`src/rtl/stopwatch_pkg.sv`:
```
// Shared types and constants for the stopwatch run/pause/clear controller.
// Holds the FSM state encodings, the BCD reading width and the 100 MHz debounce default.
package stopwatch_pkg;

  localparam int BCD_W = 8;
  localparam int DEBOUNCE_CYCLES_100MHZ = 1000000;

  typedef enum logic [2:0] {
    ST_CLEAR = 3'd0,
    ST_IDLE  = 3'd1,
    ST_RUN   = 3'd2,
    ST_PAUSE = 3'd3,
    ST_DONE  = 3'd4
  } state_t;

  typedef struct packed {
    state_t state;
    logic   start_level;
    logic   clear_level;
    logic   lap_level;
  } dbg_t;

  // A zero limit means auto-stop is off; otherwise plain BCD equality.
  function automatic logic is_stop(input logic [BCD_W-1:0] reading,
                                   input logic [BCD_W-1:0] stop_at);
    return (stop_at != '0) && (reading == stop_at);
  endfunction

endpackage

```
`src/rtl/stopwatch_ctrl_if.sv`:
```
// Link between the controller and the BCD seconds Counter.
// counter_init/counter_enable are levels, acted on every clock they are high; time_reading is
// always valid; no valid/ready handshake and no back-pressure exist on this link.
interface stopwatch_ctrl_if;
  import stopwatch_pkg::*;

  logic             counter_init;
  logic             counter_enable;
  logic [BCD_W-1:0] time_reading;

  modport master (output counter_init, output counter_enable, input time_reading);
  modport slave  (input counter_init, input counter_enable, output time_reading);

endinterface

```
`src/rtl/stopwatch_ctrl_debouncer.sv`:
```
// button_debouncer: 2-FF synchroniser plus a stability counter; emits the accepted level and
// a one-clock press pulse registered one clock after the level rises.
module button_debouncer
  import stopwatch_pkg::*;
#(
  parameter int DEBOUNCE_CYCLES = DEBOUNCE_CYCLES_100MHZ
) (
  input  logic clk,
  input  logic init_regs_n,
  input  logic btn_raw,
  output logic btn_level,
  output logic btn_press
);

  localparam int CNT_W = $clog2(DEBOUNCE_CYCLES + 1);
  localparam logic [CNT_W-1:0] CNT_LAST = CNT_W'(DEBOUNCE_CYCLES - 1);

  logic             sync_1;
  logic             sync_2;
  logic             level_d;
  logic [CNT_W-1:0] cnt;

  always_ff @(posedge clk or negedge init_regs_n) begin
    if (!init_regs_n) begin
      sync_1    <= 1'b0;
      sync_2    <= 1'b0;
      level_d   <= 1'b0;
      btn_level <= 1'b0;
      btn_press <= 1'b0;
      cnt       <= '0;
    end else begin
      sync_1    <= btn_raw;
      sync_2    <= sync_1;
      level_d   <= btn_level;
      btn_press <= btn_level & ~level_d;
      // Any sample agreeing with the accepted level restarts the stability run.
      if (sync_2 == btn_level) begin
        cnt <= '0;
      end else if (cnt == CNT_LAST) begin
        btn_level <= sync_2;
        cnt       <= '0;
      end else begin
        cnt <= cnt + CNT_W'(1);
      end
    end
  end

endmodule

```
`src/rtl/stopwatch_ctrl.sv`:
```
// Run/pause/clear controller for the BCD seconds Counter with programmable auto-stop.
// Optional lap-freeze feature is built when STOPWATCH_LAP_EN is defined.
module stopwatch_ctrl
  import stopwatch_pkg::*;
#(
  parameter int               DEBOUNCE_CYCLES = DEBOUNCE_CYCLES_100MHZ,
  parameter logic [BCD_W-1:0] STOP_AT         = 8'h59
) (
  input  logic                  clk,
  input  logic                  init_regs_n,
  input  logic                  btn_start_stop,
  input  logic                  btn_clear,
`ifdef STOPWATCH_LAP_EN
  input  logic                  btn_lap,
  output logic                  lap_frozen,
`endif
  stopwatch_ctrl_if.master      ctr,
  output logic [BCD_W-1:0]      display_value,
  output logic                  running,
  output logic                  done,
  output dbg_t                  dbg
);

  state_t state;
  state_t nxt;
  logic   start_level, start_press;
  logic   clear_level, clear_press;
  logic   lap_level;
  logic   stop_hit;

  button_debouncer #(.DEBOUNCE_CYCLES(DEBOUNCE_CYCLES)) u_db_start (
    .clk(clk), .init_regs_n(init_regs_n), .btn_raw(btn_start_stop),
    .btn_level(start_level), .btn_press(start_press)
  );

  button_debouncer #(.DEBOUNCE_CYCLES(DEBOUNCE_CYCLES)) u_db_clear (
    .clk(clk), .init_regs_n(init_regs_n), .btn_raw(btn_clear),
    .btn_level(clear_level), .btn_press(clear_press)
  );

`ifdef STOPWATCH_LAP_EN
  logic lap_press;

  button_debouncer #(.DEBOUNCE_CYCLES(DEBOUNCE_CYCLES)) u_db_lap (
    .clk(clk), .init_regs_n(init_regs_n), .btn_raw(btn_lap),
    .btn_level(lap_level), .btn_press(lap_press)
  );
`else
  assign lap_level = 1'b0;
`endif

  assign stop_hit = is_stop(ctr.time_reading, STOP_AT);
  assign dbg      = '{state: state, start_level: start_level,
                      clear_level: clear_level, lap_level: lap_level};

  // Clear beats the limit match, which beats start/stop.
  always_comb begin
    nxt = state;
    if (clear_press) begin
      nxt = ST_CLEAR;
    end else begin
      case (state)
        ST_CLEAR: nxt = ST_IDLE;
        ST_IDLE:  if (start_press) nxt = ST_RUN;
        ST_RUN: begin
          if (stop_hit)         nxt = ST_DONE;
          else if (start_press) nxt = ST_PAUSE;
        end
        ST_PAUSE: if (start_press) nxt = ST_RUN;
        ST_DONE:  nxt = ST_DONE;
        default:  nxt = ST_CLEAR;
      endcase
    end
  end

  // Outputs are registered from the next state so they change on the same edge as the state.
  always_ff @(posedge clk or negedge init_regs_n) begin
    if (!init_regs_n) begin
      state              <= ST_CLEAR;
      ctr.counter_init   <= 1'b1;
      ctr.counter_enable <= 1'b0;
      running            <= 1'b0;
      done               <= 1'b0;
      display_value      <= '0;
`ifdef STOPWATCH_LAP_EN
      lap_frozen         <= 1'b0;
`endif
    end else begin
      state              <= nxt;
      ctr.counter_init   <= (nxt == ST_CLEAR);
      ctr.counter_enable <= (nxt == ST_RUN);
      running            <= (nxt == ST_RUN);
      done               <= (nxt == ST_DONE);
`ifdef STOPWATCH_LAP_EN
      if (!lap_frozen) display_value <= ctr.time_reading;
      if ((nxt == ST_CLEAR) || (nxt == ST_DONE)) begin
        lap_frozen <= 1'b0;
      end else if (lap_press && (state == ST_RUN)) begin
        lap_frozen <= ~lap_frozen;
      end else if (lap_press && (state == ST_PAUSE)) begin
        lap_frozen <= 1'b0;
      end
`else
      display_value <= ctr.time_reading;
`endif
    end
  end

endmodule

```
`src/flat_wrapper.sv`:
```
// flat-port wrapper written by rule: the top's interface ports become plain ports
module stopwatch_ctrl_flat import stopwatch_pkg::*;
#(
  parameter int               DEBOUNCE_CYCLES = DEBOUNCE_CYCLES_100MHZ,
  parameter logic [BCD_W-1:0] STOP_AT         = 8'h59
)
  (clk, init_regs_n, btn_start_stop, btn_clear, display_value, running, done, dbg, ctr_counter_init, ctr_counter_enable, ctr_time_reading);
  stopwatch_ctrl_if ctr_i ();
  input  logic clk;
  input  logic init_regs_n;
  input  logic btn_start_stop;
  input  logic btn_clear;
  output logic [BCD_W-1:0] display_value;
  output logic running;
  output logic done;
  output dbg_t dbg;
  output wire logic [$bits(ctr_i.counter_init)-1:0] ctr_counter_init;
  output wire logic [$bits(ctr_i.counter_enable)-1:0] ctr_counter_enable;
  input wire logic [$bits(ctr_i.time_reading)-1:0] ctr_time_reading;
  assign ctr_counter_init = ctr_i.counter_init;
  assign ctr_counter_enable = ctr_i.counter_enable;
  assign ctr_i.time_reading = ctr_time_reading;
  stopwatch_ctrl #(.DEBOUNCE_CYCLES(DEBOUNCE_CYCLES), .STOP_AT(STOP_AT)) u_core (.clk(clk), .init_regs_n(init_regs_n), .btn_start_stop(btn_start_stop), .btn_clear(btn_clear), .ctr(ctr_i), .display_value(display_value), .running(running), .done(done), .dbg(dbg));
endmodule
```
`config.mk`:
```
export PLATFORM = sky130hd
export DESIGN_NAME = stopwatch_ctrl_flat
export DESIGN_NICKNAME = d
export VERILOG_FILES = /design/src/rtl/stopwatch_pkg.sv /design/src/rtl/stopwatch_ctrl_if.sv /design/src/rtl/stopwatch_ctrl_debouncer.sv /design/src/rtl/stopwatch_ctrl.sv /design/src/flat_wrapper.sv
export SDC_FILE = /design/constraint.sdc
export NUM_CORES = 1
export LEC_CHECK = 0
export CORE_UTILIZATION = 30
export CTS_BUF_LIST = sky130_fd_sc_hd__clkbuf_2 sky130_fd_sc_hd__clkbuf_4 sky130_fd_sc_hd__clkbuf_8
export DETAILED_ROUTE_END_ITERATION = 7
export PLACE_DENSITY = 0.58
export SLEW_MARGIN = 10
export SYNTH_ARGS = -nofsm -noshare
export SYNTH_HDL_FRONTEND = slang
export SYNTH_SLANG_ARGS = --single-unit
```
`constraint.sdc`:
```
create_clock -name clk -period 1.9 [get_ports clk]
set_input_delay 0.38 -clock clk [delete_from_list [all_inputs] [get_ports clk]]
set_output_delay 0.38 -clock clk [all_outputs]
set_load 0.005 [all_outputs]
```
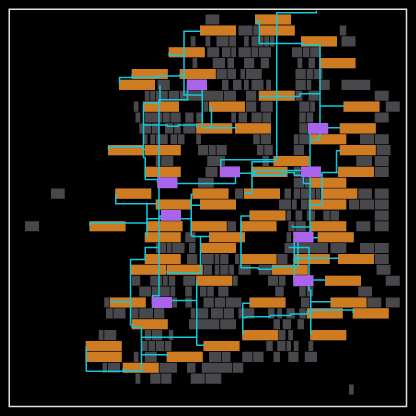
run_1/clock_wires.png
Scale: 4 px per um.
[orange] flip-flops | count: 64
[purple] clock-net drivers | count: 9
[cyan] clock wires | length: 816 um
routed clock nets: 10

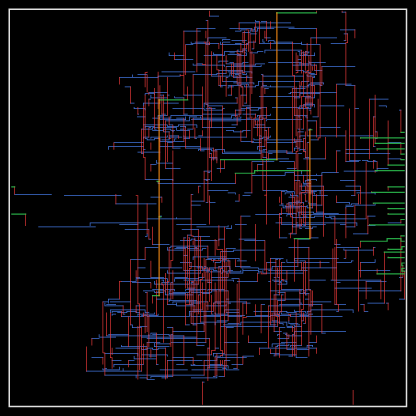
run_1/layers.png
Scale: 4 px per um.
| colour | layer | wire length |
|---|---|---|
| orange | M4 | 113 um |
| blue | M1 | 2730 um |
| red | M2 | 2520 um |
| green | M3 | 174 um |

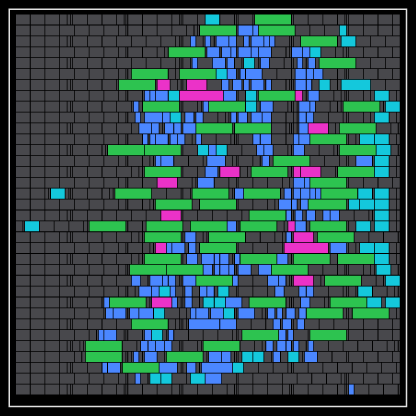
run_1/class_map.png
Scale: 4 px per um. Fill, decap, tap and diode cells in grey.
| colour | class | cells |
|---|---|---|
| green | sequential cells | 64 |
| magenta | clock drivers and dummy loads | 16 |
| cyan | remaining buffers and delay cells | 54 |
| blue | remaining logic cells | 189 |

## run 1: report_power, final
part	total, mW	switching (mW)	internal [mW]
clock network	1.27	0.522	0.749
logic	0.190	0.0830	0.107
registers	1.43	0.0315	1.40
total	2.89	0.636	2.26
## run 1: routing by layer
metal  GRT usage [%]  vias to the layer above  wire, um
met1            16.7                     1003      2730
met5               0                        -         0
met4            6.20                        0       112
li1                -                     1036         -
met2            19.3                       35      2520
met3            2.27                        9       173
## run 1: cell type report
class                           instances  area share (%)
Sequential cell                        64            44.2
Clock inverter                          6            2.31
Inverter                                6           0.621
Multi-Input combinational cell        183            32.0
Clock buffer                           10            3.62
Timing Repair Buffer                   54            13.4
Tap cell                              111            3.83
==> impl_metrics.env, run 1 <==
# implementation run metrics
export IMPL_status="finished, final reports clean"
export IMPL_worstSetupEndpoint="u_core.u_db_start.cnt[19]"
export IMPL_worstPathCellList="nand4_4 -> or4_4 -> or4_1 -> a21oi_1"
export IMPL_adder_share_pct=0.887
export IMPL_worst_slack_ps=70.3
export IMPL_drt_wl_total_um=5540
export IMPL_holdWs_ps=354
export IMPL_dpl_cell_area_sq_um=3380
export IMPL_flop_cell="dfrtp_1"
export IMPL_rr_endpoint="u_core.u_db_start.cnt[19]"
export IMPL_mux_share_pct=0.799
export IMPL_grt_max_degree=34
export IMPL_pin_count=30
export IMPL_power_density_nw_per_um2=798
export IMPL_clkLatencyLatePin_ps=340
export IMPL_yosys_area_share_aoi_pct=7.19
export IMPL_synth_area_sq_um=2820
export IMPL_grt_usage_pct=12.4
export IMPL_hold_end="u_core.u_db_clear.sync_2"
export IMPL_num_fill_cells=867
export IMPL_fmaxAchievable_mhz=547
export IMPL_h_tree_depth=3
export IMPL_syn2layout_area_growth_pct=28.6
export IMPL_p_leak_nw=1.49
export IMPL_drt_wirelength_per_cell_um=12.8
export IMPL_dr_pass1_iters=4
export IMPL_initCoreUtil_pct=30.8
export IMPL_hold_start="u_core.u_db_clear.sync_1"
export IMPL_cts_tree="yes"
export IMPL_numSynthFlops=64
export IMPL_period_used_pct=96.3
export IMPL_p_total_mw=2.89
export IMPL_drc=0
export IMPL_combGateArea_sq_um=1160
export IMPL_ys_cells=261
export IMPL_ctsResizeCount=0
export IMPL_top_cell="dfrtp_1"
export IMPL_synth_cellmix_simpleShare_pct=23.6
export IMPL_yosys_top_cells_count="dfrtp_1, nor2_1, nand3_1"
export IMPL_cp_max_fo=6
export IMPL_dp_cells=416
export IMPL_synthTopLogicFamily="simple AND/OR/NAND/NOR gates"
export IMPL_hold_viol=0
export IMPL_cts_buffer_depth=2
export IMPL_lay_top_cells="dfrtp_1, nor2_1, clkdlybuf4s50_1"
export IMPL_grt_setup_unrepaired="no"
export IMPL_cp_num_cells=4
export IMPL_postCtsSetupBuffers=0
export IMPL_grt_pass1_wl_um=9630
export IMPL_final_net_count=332
export IMPL_synth_seq_share_pct=56.8
export IMPL_synth_avg_cell_area_sq_um=10.8
export IMPL_final_cells=434
export IMPL_finalClockSkew_ps=13.4
export IMPL_gp_congestion=0.820
export IMPL_cp_end_kind="register"
export IMPL_via_per_inst=4.80
export IMPL_tns_ps=0
export IMPL_holdBufCountCts=1
export IMPL_vias=2083
export IMPL_drive_gt1_share_pct=17.6
export IMPL_placementRows=35
export IMPL_cts_sinks=64
export IMPL_diodes=0
export IMPL_largestRegisters="u_core.u_db_clear.cnt x20, u_core.u_db_start.cnt x20, u_core.display_value x8"
export IMPL_cts_made_buffers=9
export IMPL_seq_area_sq_um=1600
export IMPL_min_path_type="register to register"
export IMPL_maxSlewViolCount=0
export IMPL_root_buffer="clkbuf_8"
export IMPL_die_w_um=99.0
export IMPL_path_class="register to register"
export IMPL_core_area_sq_um=9150
export IMPL_min_path_cells=0
export IMPL_area_leaders="dfrtp_1, xnor2_1, nor2_1"
export IMPL_ys_warn_count=0
export IMPL_xor_area_share_pct=8.07
export IMPL_regToRegStartpoint="u_core.u_db_start.cnt[7]"
export IMPL_cp_required_ps=2160
export IMPL_hpwlAfterDp_um=3950
export IMPL_yosys_area_sq_um=2820
export IMPL_min_period_ps=1830
export IMPL_dp_slack_ps=53.9
export IMPL_yosysTopAreaCell="dfrtp_1"
export IMPL_max_vdd_ir_drop_mv=0.293
export IMPL_synth_cells=261
export IMPL_clk_pin_slew_ps=80
export IMPL_r2r_slack_ps=70
export IMPL_r2r_cells=4
export IMPL_die_h_um=99.0
export IMPL_overflow=0
export IMPL_design_area_sq_um=3630
export IMPL_setup_viol=0
export IMPL_crit_family="simple AND/OR/NAND/NOR gates"
export IMPL_arrival_ps=2090
export IMPL_ant_nets=0
export IMPL_crit_start="u_core.u_db_start.cnt[7]"
export IMPL_antenna_found_initial=0
export IMPL_portBuffers=28
export IMPL_cp_buffers_inverters=0
export IMPL_top_area_share_pct=55.9
export IMPL_async_flop_share_pct=100
export IMPL_cap_violations=0
export IMPL_cp_start_kind="register"
export IMPL_crit_slowest_cell="or4_4"
export IMPL_edf_count=0
export IMPL_synth_net_count=275
export IMPL_warnings=26
export IMPL_max_stage_delay_ps=570
export IMPL_fin_util_pct=39.6
export IMPL_drt_initial_drc_count=56
export IMPL_layout_cells_most_common="dfrtp_1"
export IMPL_grt_pass1_vias=2058
export IMPL_dieArea_sq_um=9790
export IMPL_ys_types=34
run_1/congestion_map.png
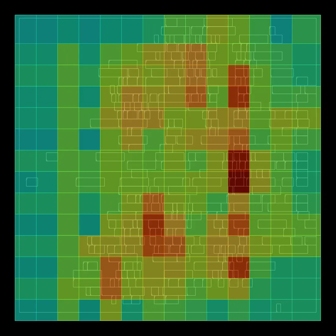

## Run 2: what changed since run 1
--- a/config.mk
+++ b/config.mk
@@ -12,4 +12,5 @@
 export SLEW_MARGIN = 10
 export SYNTH_ARGS = -nofsm -noshare
 export SYNTH_HDL_FRONTEND = slang
+export SYNTH_HIERARCHICAL = 1
 export SYNTH_SLANG_ARGS = --single-unit
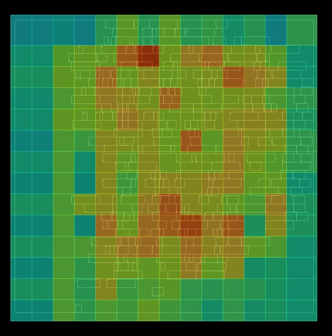
run_2/congestion_map.png
GR Layer Usage met1: 15.6%
met3 Usage GRT: 3.94%
most used routing layer: met2

==> run 2 against run 1 <==
Synthesized cell count shrank 0.77%. Via count down 2.6%. Utilization down 1.0 points. Worst setup slack better by 53 ps. Clock-buffer cell count is 2 higher. Clock skew decreased by 5.4 ps. Hold slack got worse by 310 ps.
==> impl_metrics.env, run 2 <==
# implementation run metrics
export IMPL_nonClkBufAreaFrac_pct=10.6
export IMPL_n_tap_cell=129
export IMPL_die_h_um=99.6
export IMPL_maxSlewViolCount=0
export IMPL_final_net_count=318
export IMPL_p_total_mw=2.62
export IMPL_initCoreUtil_pct=30.9
export IMPL_top_cell="dfrtp_1"
export IMPL_edf_count=0
export IMPL_fmaxAchievable_mhz=563
export IMPL_power_density_nw_per_um2=734
export IMPL_dr_pass1_iters=4
export IMPL_wl_met1_um=2580
export IMPL_cp_buffers_inverters=0
export IMPL_rr_endpoint="u_core/u_db_start/btn_level"
export IMPL_hpwlAfterDp_um=3570
export IMPL_yosys_top_cells_count="dfrtp_1, nor2_1, xnor2_1"
export IMPL_area_leaders="dfrtp_1, xnor2_1, nor2_1"
export IMPL_cp_end_kind="register"
export IMPL_final_cells=438
export IMPL_ys_warn_count=6
export IMPL_regToRegStartpoint="u_core/u_db_start/cnt[0]"
export IMPL_logic_gates=180
export IMPL_worstPathCellList="ha_1 -> and3_1 -> nand4_1 -> nor2_2 -> mux2_2"
export IMPL_combGateArea_sq_um=1200
export IMPL_r2r_cells=5
export IMPL_dr_wl_met3_um=246
export IMPL_clk_pin_slew_ps=70
export IMPL_synth_cells=259
export IMPL_path_class="register to register"
export IMPL_dr_wl_met2_um=2500
export IMPL_crit_slowest_cell="dfrtp_1"
export IMPL_max_vdd_ir_drop_mv=0.330
export IMPL_cp_num_cells=5
export IMPL_seq_area_sq_um=1600
export IMPL_p_leak_nw=1.46
export IMPL_portBuffers=28
export IMPL_seq_area_share_pct=44.9
export IMPL_ys_types=38
export IMPL_grt_setup_unrepaired="no"
export IMPL_yosys_area_sq_um=2860
export IMPL_warnings=26
export IMPL_grt_pass1_vias=2016
export IMPL_diodes=0
export IMPL_synth_net_count=273
export IMPL_clkbuf_count=12
export IMPL_overflow=0
export IMPL_ys_cells=259
export IMPL_top_area_share_pct=55.2
export IMPL_switching_share_pct=23.0
export IMPL_setup_viol=0
export IMPL_dp_cells=422
export IMPL_hold_viol=0
export IMPL_h_tree_depth=3
export IMPL_via_per_inst=4.63
export IMPL_grt_usage_pct=12.2
export IMPL_cts_sinks=64
export IMPL_grt_pass1_wl_um=9430
export IMPL_async_flop_share_pct=100
export IMPL_clock_power_share_pct=42.2
export IMPL_drc=0
export IMPL_status="finished, final reports clean"
export IMPL_max_stage_delay_ps=400
export IMPL_holdBufCountCts=0
export IMPL_p_seq_mw=1.40
export IMPL_finalClockSkew_ps=7.95
export IMPL_largest_class="sequential cells"
export IMPL_clk_share_pct=5.40
export IMPL_dieArea_sq_um=9910
export IMPL_cts_tree="yes"
export IMPL_cp_max_fo=5
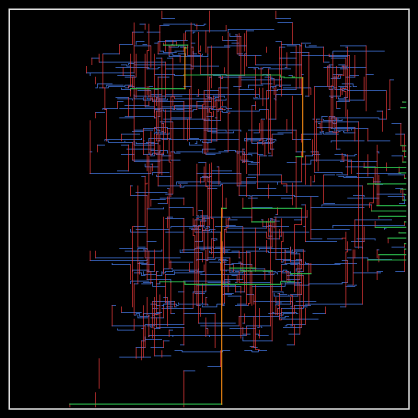
run_2/layers.png
Scale: 4 px per um.
Wirelength per Cell: 12.3 um
Post-Route WL: 5400 um
Vias: 2029

## run 2: cell types whose count changed after synthesis, sizes merged, moves of 3 or more
| cell | change |
|---|---|
| xnor2 | +6 |
| or4 | -8 |
| a21oi | -7 |
| nand3 | -7 |
| and4 | +4 |
| inv | +3 |
| nand4 | +4 |
| nor2 | +7 |
| nor4 | +5 |
| mux2i | +4 |
| o31ai | -5 |
| or3 | -5 |
## run 2: kinds of logic (layout without fill, tap and decap cells)
kind of cell               count (synthesis)  after routing  share of synthesized area [%]
AOI/OAI and AO/OA                         19             19                           4.08
buffers and inverters                     15             65                           2.59
adders and majority gates                  2              2                          0.876
xor gates and xnor gates                  32             32                           9.82
DFF                                       64             64                           56.1
and+or+nand+nor                          120            120                           24.2
muxes                                      6              6                           2.19
other                                      1              1                          0.131
run_2/floorplan.png
Scale: 4 px per um. Pins as bars on the die edge. Tap cells in grey.
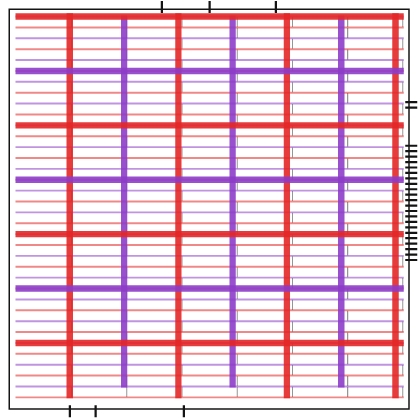

## Run 3: what changed since run 2
--- a/config.mk
+++ b/config.mk
@@ -8,7 +8,7 @@
 export CORE_UTILIZATION = 30
 export CTS_BUF_LIST = sky130_fd_sc_hd__clkbuf_2 sky130_fd_sc_hd__clkbuf_4 sky130_fd_sc_hd__clkbuf_8
 export DETAILED_ROUTE_END_ITERATION = 7
-export PLACE_DENSITY = 0.58
+export PLACE_DENSITY = 0.57
 export SLEW_MARGIN = 10
 export SYNTH_ARGS = -nofsm -noshare
 export SYNTH_HDL_FRONTEND = slang
==> constraint.sdc (replaced) <==
create_clock -name clk -period 2.1 [get_ports clk]
set_input_delay 0.42 -clock clk [delete_from_list [all_inputs] [get_ports clk]]
set_output_delay 0.42 -clock clk [all_outputs]
set_load 0.005 [all_outputs]
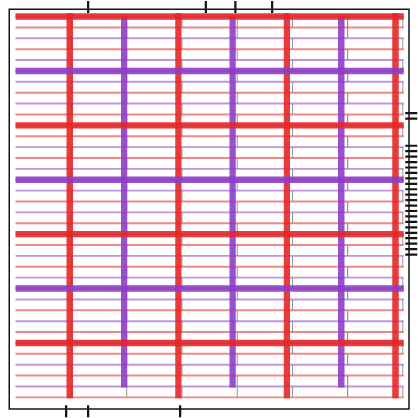
run_3/floorplan.png
Scale: 4 px per um. Pins as bars on the die edge. Tap cells in grey.
| colour | net |
|---|---|
| red | VSS |
| purple | VDD |
met4 straps: 7
tap cells: 129
Die H: 99.6 um
CORE AREA: 9240 sq um

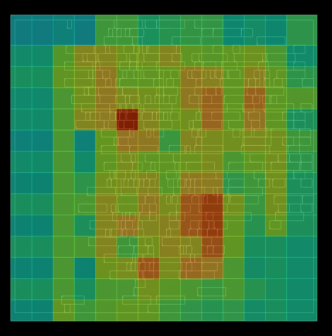
run_3/congestion_map.png
post-layout util: 38.6%
gr usage total: 12.0%
GR Layer Usage met1: 14.6%
met3 Usage GRT: 3.23%

==> run 3 against run 2 <==
Clock power up about 20%. Synthesized area unchanged. Utilization shrank 0.054 points. Global-route usage down 0.24 points. Design area is 0.14% lower. Sequential cell count stayed put. Total power is 2.8% higher. Sequential share of layout area grew 0.063 points. Synthesized cell count unchanged. Routed wire length down 3.6%. Via count is 2.0% lower. Largest cell class unchanged.
==> impl_metrics.env, run 3 <==
# implementation run metrics
export IMPL_worstPathCellList="ha_1 -> nand3_1 -> nor4_2 -> mux2i_1 -> nor4b_1"
export IMPL_diodes=0
export IMPL_synth_cells=259
export IMPL_hold_viol=0
export IMPL_crit_start="u_core/u_db_clear/cnt[0]"
export IMPL_drt_wirelength_per_cell_um=12.1
export IMPL_yosysTopAreaCell="dfrtp_1"
export IMPL_crit_slowest_cell="nor4_2"
export IMPL_switchingPower_uw=562
export IMPL_cp_start_kind="register"
export IMPL_p_seq_mw=1.27
export IMPL_tns_ps=0
export IMPL_status="finished, final reports clean"
export IMPL_clkbuf_count=10
export IMPL_top_area_share_pct=55.2
export IMPL_n_tap_cell=129
export IMPL_yosys_area_share_aoi_pct=4.08
export IMPL_power_frac_comb_pct=3.9
export IMPL_layout_cells_most_common="dfrtp_1"
export IMPL_holdWs_ps=78.9
export IMPL_drt_wl_total_um=5210
export IMPL_worstSetupEndpoint="u_core/u_db_clear/cnt[18]"
export IMPL_overflow=0
export IMPL_grt_pass1_wl_um=9130
export IMPL_placementRows=35
export IMPL_top_power_group="the clock network"
export IMPL_antenna_found_initial=0
export IMPL_p_total_mw=2.69
export IMPL_min_path_type="input port to asynchronous set/reset pin"
export IMPL_cp_num_cells=5
export IMPL_lay_top_cells="dfrtp_1, nor2_1, clkdlybuf4s50_1"
export IMPL_holdBufCountCts=0
export IMPL_dp_cells=416
export IMPL_root_buffer="clkbuf_8"
export IMPL_ctsResizeCount=0
export IMPL_yosys_area_sq_um=2860
export IMPL_clkLatencyLatePin_ps=350
export IMPL_cp_buffers_inverters=0
export IMPL_h_tree_depth=3
export IMPL_setup_viol=0
export IMPL_cts_buffer_depth=2
export IMPL_vias=1989
export IMPL_synth_cellmix_simpleShare_pct=24.2
export IMPL_clk_pin_slew_ps=70
export IMPL_adder_share_pct=0.876
export IMPL_regToRegStartpoint="u_core/u_db_clear/cnt[0]"
export IMPL_numSynthFlops=64
export IMPL_clock_power_mw=1.32
export IMPL_nonClockInverterCount=9
export IMPL_max_stage_delay_ps=490
export IMPL_power_internal_mw=2.13
export IMPL_ff_count=64
export IMPL_seq_area_share_pct=45.0
export IMPL_drive_gt1_share_pct=11.6
export IMPL_flop_cell="dfrtp_1"
export IMPL_grt_pass1_vias=2018
export IMPL_async_flop_share_pct=100
export IMPL_path_class="register to register"
export IMPL_hpwlAfterDp_um=3490
export IMPL_comb_share_pct=33.1
export IMPL_ys_types=38
export IMPL_pin_count=30
export IMPL_rr_endpoint="u_core/u_db_clear/cnt[18]"
export IMPL_grt_max_degree=65
export IMPL_grt_setup_unrepaired="no"
export IMPL_drc=0
export IMPL_edf_count=0
export IMPL_cap_violations=0
export IMPL_clock_power_share_pct=49.0
export IMPL_syn2layout_area_growth_pct=24.8
export IMPL_drt_initial_drc_count=76
export IMPL_crit_family="simple AND/OR/NAND/NOR gates"
export IMPL_finalClockSkew_ps=7.50
export IMPL_combGateArea_sq_um=1180
export IMPL_period_used_pct=88.3
export IMPL_ys_warn_count=6
export IMPL_seq_area_sq_um=1600
export IMPL_cts_made_buffers=9
export IMPL_r2r_cells=5
export IMPL_cts_tree="yes"
export IMPL_die_w_um=99.6
export IMPL_final_cells=432
export IMPL_num_fill_cells=889
export IMPL_xor_area_share_pct=9.82
==> run 3: netlist changes by cell type in the layout (fill, tap and decap cells not counted), moves of 2 or more <==
| cell | delta |
|---|---|
| clkinvlp_4 | -2 |
| bufinv_16 | +3 |
| nor4_4 | -2 |
| clkbuf_8 | -2 |
| buf_4 | -6 |
| nor4_2 | +2 |
==> run 3: metrics by stage <==
step / instance area, sq um / setup slack [ps]
after global placement: 3310 / 272
after floorplan: 2860 / 481
final: 3560 / 246
after global routing: 3560 / 57.2
after CTS: 3560 / 220
after detailed placement: 3310 / 268
==> run 3: layer usage <==
layer	vias to the layer above	track usage [%]	wire [um]
met5	-	0	0
met4	0	8.48	159
met3	11	3.23	223
met2	44	18.4	2350
met1	950	14.6	2480
li1	984	-	-
Power and IR drop assume default switching activity.
